Figure 1. Pin map.
Pins as bars across the die edge, other pins in gray.
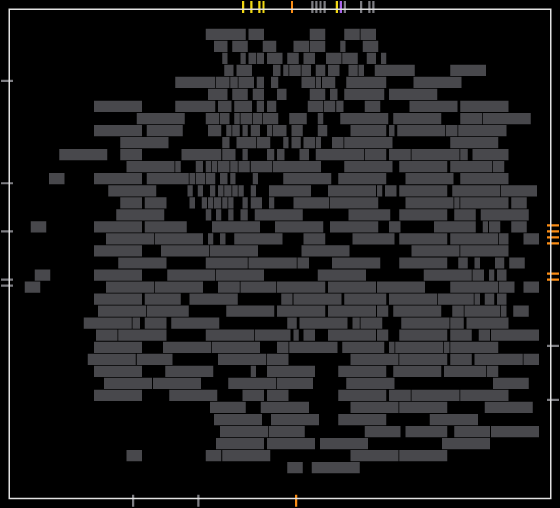
Figure 2. Signal wires by layer.
Only two layers are drawn.
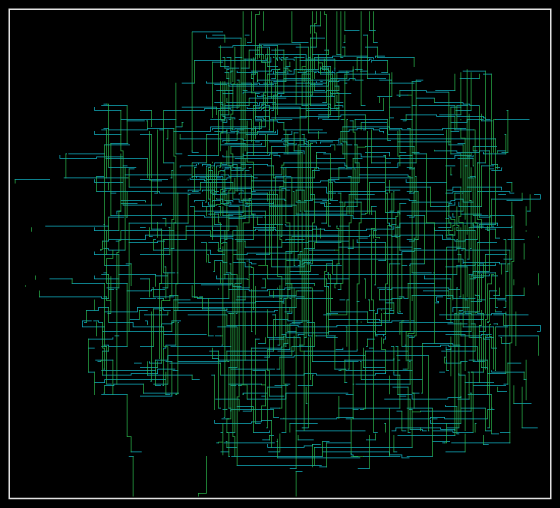
Figure 3. The clock network.
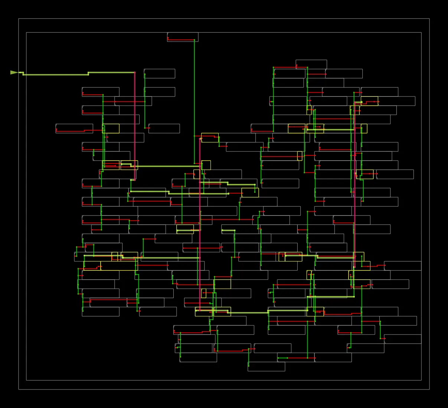
Figure 4. Selected gate families.
Bar = 20 um.
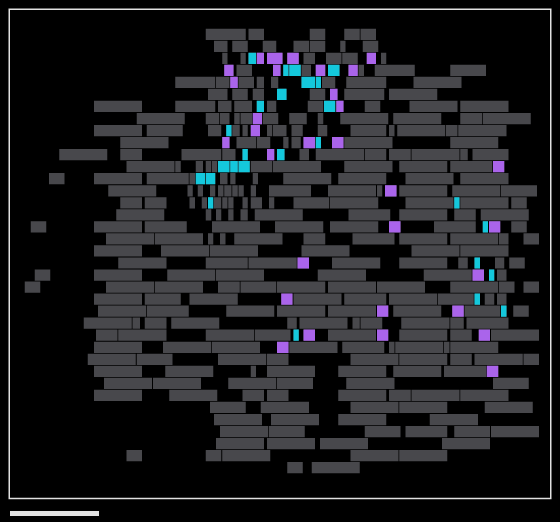
Figure 5. Sequential cells colored by netlist name.
Bar = 20 um. Other sequential cells in the stronger gray, the rest of the logic in the fainter gray.
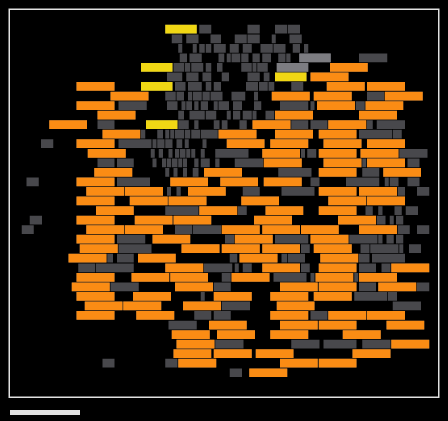
==> config.mk <==
export PLATFORM = sky130hd
export DESIGN_NAME = epmp_hw_stack
export DESIGN_NICKNAME = d
export VERILOG_FILES = /design/src/rtl/epmp_hw_stack_pkg.sv /design/src/rtl/epmp_stack_ram.sv /design/src/rtl/epmp_hw_stack.sv
export SDC_FILE = /design/constraint.sdc
export NUM_CORES = 1
export LEC_CHECK = 0
export CORE_ASPECT_RATIO = 0.9
export CORE_MARGIN = 2
export CORE_UTILIZATION = 45
export CTS_BUF_LIST = sky130_fd_sc_hd__clkbuf_8
export DETAILED_ROUTE_END_ITERATION = 16
export HOLD_SLACK_MARGIN = 0.1
export MAX_ROUTING_LAYER = met4
export PLACE_DENSITY = 0.72
export RECOVER_POWER = 100
export SYNTH_ARGS = -nofsm -noshare
export SYNTH_HDL_FRONTEND = slang
export SYNTH_HIERARCHICAL = 1
export SYNTH_SLANG_ARGS = --single-unit
==> constraint.sdc <==
create_clock -name clk -period 4.6 [get_ports clk]
set_clock_uncertainty 0.1 [all_clocks]
set_input_delay 0.92 -clock clk [delete_from_list [all_inputs] [get_ports clk]]
set_output_delay 0.92 -clock clk [all_outputs]
set_load 0.02 [all_outputs]
==> results_slide.txt <==
Physical Implementation Snapshot

Status
  – Run status: finished, final reports clean

Synthesis
  – YS chip area: 5640 um^2
  – Leading area contributor after synthesis: sky130_fd_sc_hd__edfxtp_1
  – Mean instance size in the synthesized netlist: 18.9 um^2
  – Post-synthesis share of cell area spent on full adders, half adders and majority gates: less than 1%
  – Number of flops mapped to enable cells by yosys: 128
  – Leading post-synthesis cells by instance count: sky130_fd_sc_hd__edfxtp_1 (128), sky130_fd_sc_hd__mux4_2 (18), sky130_fd_sc_hd__a22oi_1 (16)
  – Most used DFF post-synth: sky130_fd_sc_hd__edfxtp_1
  – Post-synth top area share: 68.2%
  – Main area contributors: sky130_fd_sc_hd__edfxtp_1 (68%), sky130_fd_sc_hd__mux4_2 (7.2%), sky130_fd_sc_hd__mux4_1 (6.5%)
  – And+or+nand+nor area frac: 6.43%
  – Flip-flop and latch count after synthesis: approximately 140
  – Synth Seq Share: 71.3%
  – Dominant non-sequential cell family after synthesis: multiplexers
  – Yosys cell count: approximately 300
  – Fraction of the mapped netlist area in compound gates: 4.02%
  – Summed instance area of the synthesized netlist: 5640 um^2
  – MUX area fraction: 14.3%
  – Post-synthesis cell count: 299
  – Async set-or-reset flop fraction in the synthesized netlist: 5.19%
  – Synth warnings: 6

Power and ir drop
  – Group with the largest share of power: combinational logic
  – Lkg Pwr: 2.13 nW
  – P per Cell Area: 614 nW/um^2
  – Combinational share of power: 41.4%
  – Switching Fraction: 34.4%
  – P_comb: between 1.5 and 2 mW
  – Design internal power: 2.59 mW
  – Maximum vdd drop: 282 uV
  – Clock network fraction of total power: about 22%

Worst setup path
  – Worst endpoint required time: 3580 ps
  – Critical path arrival: about 3400 ps
  – Worst Path Buf+Inv: 4
  – Critical-path maximum fanout: 32
  – Ordered list of cells on the worst path: clkinv_1 > ha_1 > inv_1 > buf_6 > mux4_2 > a22oi_1 > nand2_1 > and2_1 > dlygate4sd3_1
  – Slowest CP cell: sky130_fd_sc_hd__dlygate4sd3_1
  – Slowest stage delay, CP: approximately 640 ps
  – Launching element type of the critical path: flop
  – Depth of the most critical reg-to-reg path: 8
  – Crit Path Category: flop to output pin
  – Cell depth of the worst setup path: 9
  – Critical path's top delay family: buffers and inverters

Routing
  – Number of routed nets with antenna violations: 0
  – Iteration count of the initial detailed-routing pass: 5
  – Number of DRC markers after the initial detailed-route iteration: ~430
  – Post-route DRC: 0
  – Average vias per placed instance: roughly 5.7

Run
  – Max-capacitance violation count: 0
  – Tool warnings: 27

Clock network
  – CTS tree: built
  – Deepest clock path buffer count: 2
  – Cell at the root of the clock tree: sky130_fd_sc_hd__clkbuf_8
  – Number of resized instances in the post-cts repair step: 0
  – Clock transition at the registers of the reported paths: 80 ps
  – Cts hold-fix bufs: 0
  – Post-CTS Setup Inserts: 0
  – Total number of H-tree levels: 4

Placed design
  – Pre-CTS setup slack: 661 ps
  – Routability-driven placement congestion ratio: 0.825
  – Placed Instance Area: 6120 um^2

Floorplan
  – Starting density of the core: a little under half
  – # rows: 38
  – Placeable Area: 12,100 um^2
  – I/O pin total: 31

GRT
  – Maximum number of pins on one net before global-route repair: 33
  – Vias in the first global route: 2,940
  – GRT overflow: 0
  – Global-route wire length before repair: 16.9 mm
  – Number of antenna violations at the first check in global routing: 0

Layout
  – Most frequent cells in the layout: sky130_fd_sc_hd__edfxtp_1 (128), sky130_fd_sc_hd__dlygate4sd3_1 (21), sky130_fd_sc_hd__clkbuf_8 (19)
  – Nets: 363
  – Final Cell Area: 6420 um^2
  – Diodes inserted: 0
  – Share of final-layout standard cells stronger than drive strength 1: approximately 14%
  – Max reg flops: 128
  – Layout overhead on the synthesized area: 13.8%

Final timing
  – Final clock period utilization by the worst path: 95.6%
  – Max-Slew Margin vs Limit: 40.3%
  – Slew at the pin closest to its max-slew limit: between 800 and 900 ps
  – Fmax achieved: between 200 and 250 MHz
  – Count of endpoints failing setup in the final report: 0
  – Post-route setup slack: 201 ps
  – Final number of hold-violating endpoints: 0
  – Final TNS setup: 0 ps
  – Setup repair after global routing missed its margin: false
  – Final-layout worst hold slack: about 430 ps
  – Slew Limit Fails: 0
About Figure 1:
[Clear_Err] purple | pins: 1 | direction: input | edge: top
[Dout] orange | pins: 8 | direction: output | edge: 6 right, 1 bottom, 1 top
[Debug_SP] yellow | pins: 5 | direction: output | edge: top
all pins by edge: 15 top, 8 right, 5 left, 3 bottom
Die W: 122 um
height of the chip: 110 um
number of input and output port buffers inserted: 30

About Figure 2:
[M2] green | wire length: 5,400 um
[M1] cyan | wire length: 4,860 um
overall track demand over capacity in global routing: 18.8%
final wirelength: 11.2 mm
vias: 2,958
drt wl/cell: 21.5 um

About Figure 3:
clock latency reported for the late side of the worst-skew pair: 440 ps
Num CTS Buffers: 17
sequential cell count: 135
clock network power consumption: 0.868 mW
clock sinks: 135

About Figure 4:
[aoi and oai cells] purple | cells: 31 | most used: a22oi_1
[nand cells] cyan | cells: 26 | most used: nand2_1
multi-input logic portion of the cell area: 22.7%
most numerous logic cell after layout: sky130_fd_sc_hd__edfxtp_1

About Figure 5:
[u_ram/mem] orange | placed flops: 128
[Debug_SP] yellow | placed flops: 5
not colored: 2
sequential share of cell area: 62.6%
sequential cell area: 4020 um^2
Core Util, Final: 53.0%
Seq. pwr: 1.44 mW

stage by stage:
stage	total power, mW	std cells	utilization, %
after floorplan	2.64	299	-
after global placement	3.12	488	50.5
after detailed placement	3.14	488	50.5
after CTS	4.00	520	53.4
after global routing	4.15	520	53.0
final	3.94	520	53.0
final cells by class:
cell class	instances	area [um^2]
fillers	951	5700
flip-flops and latches	135	4020
multi-input cells	142	1460
repair buffers	44	364
clock buffers	19	262
well taps	160	200
clock inverters	13	92.6
inverters	7	26.3
layer usage:
| layer | track usage (%) | share of wire (%) | up-vias |
|---|---|---|---|
| met3 | 6.12 | 6.1 | 19 |
| li1 | - | - | 1323 |
| met4 | 6.65 | 2.2 | 0 |
| met1 | 24.4 | 43 | 1512 |
| met2 | 28.3 | 48 | 104 |
| met5 | - | 0 | - |
Power and IR drop assume default switching activity.
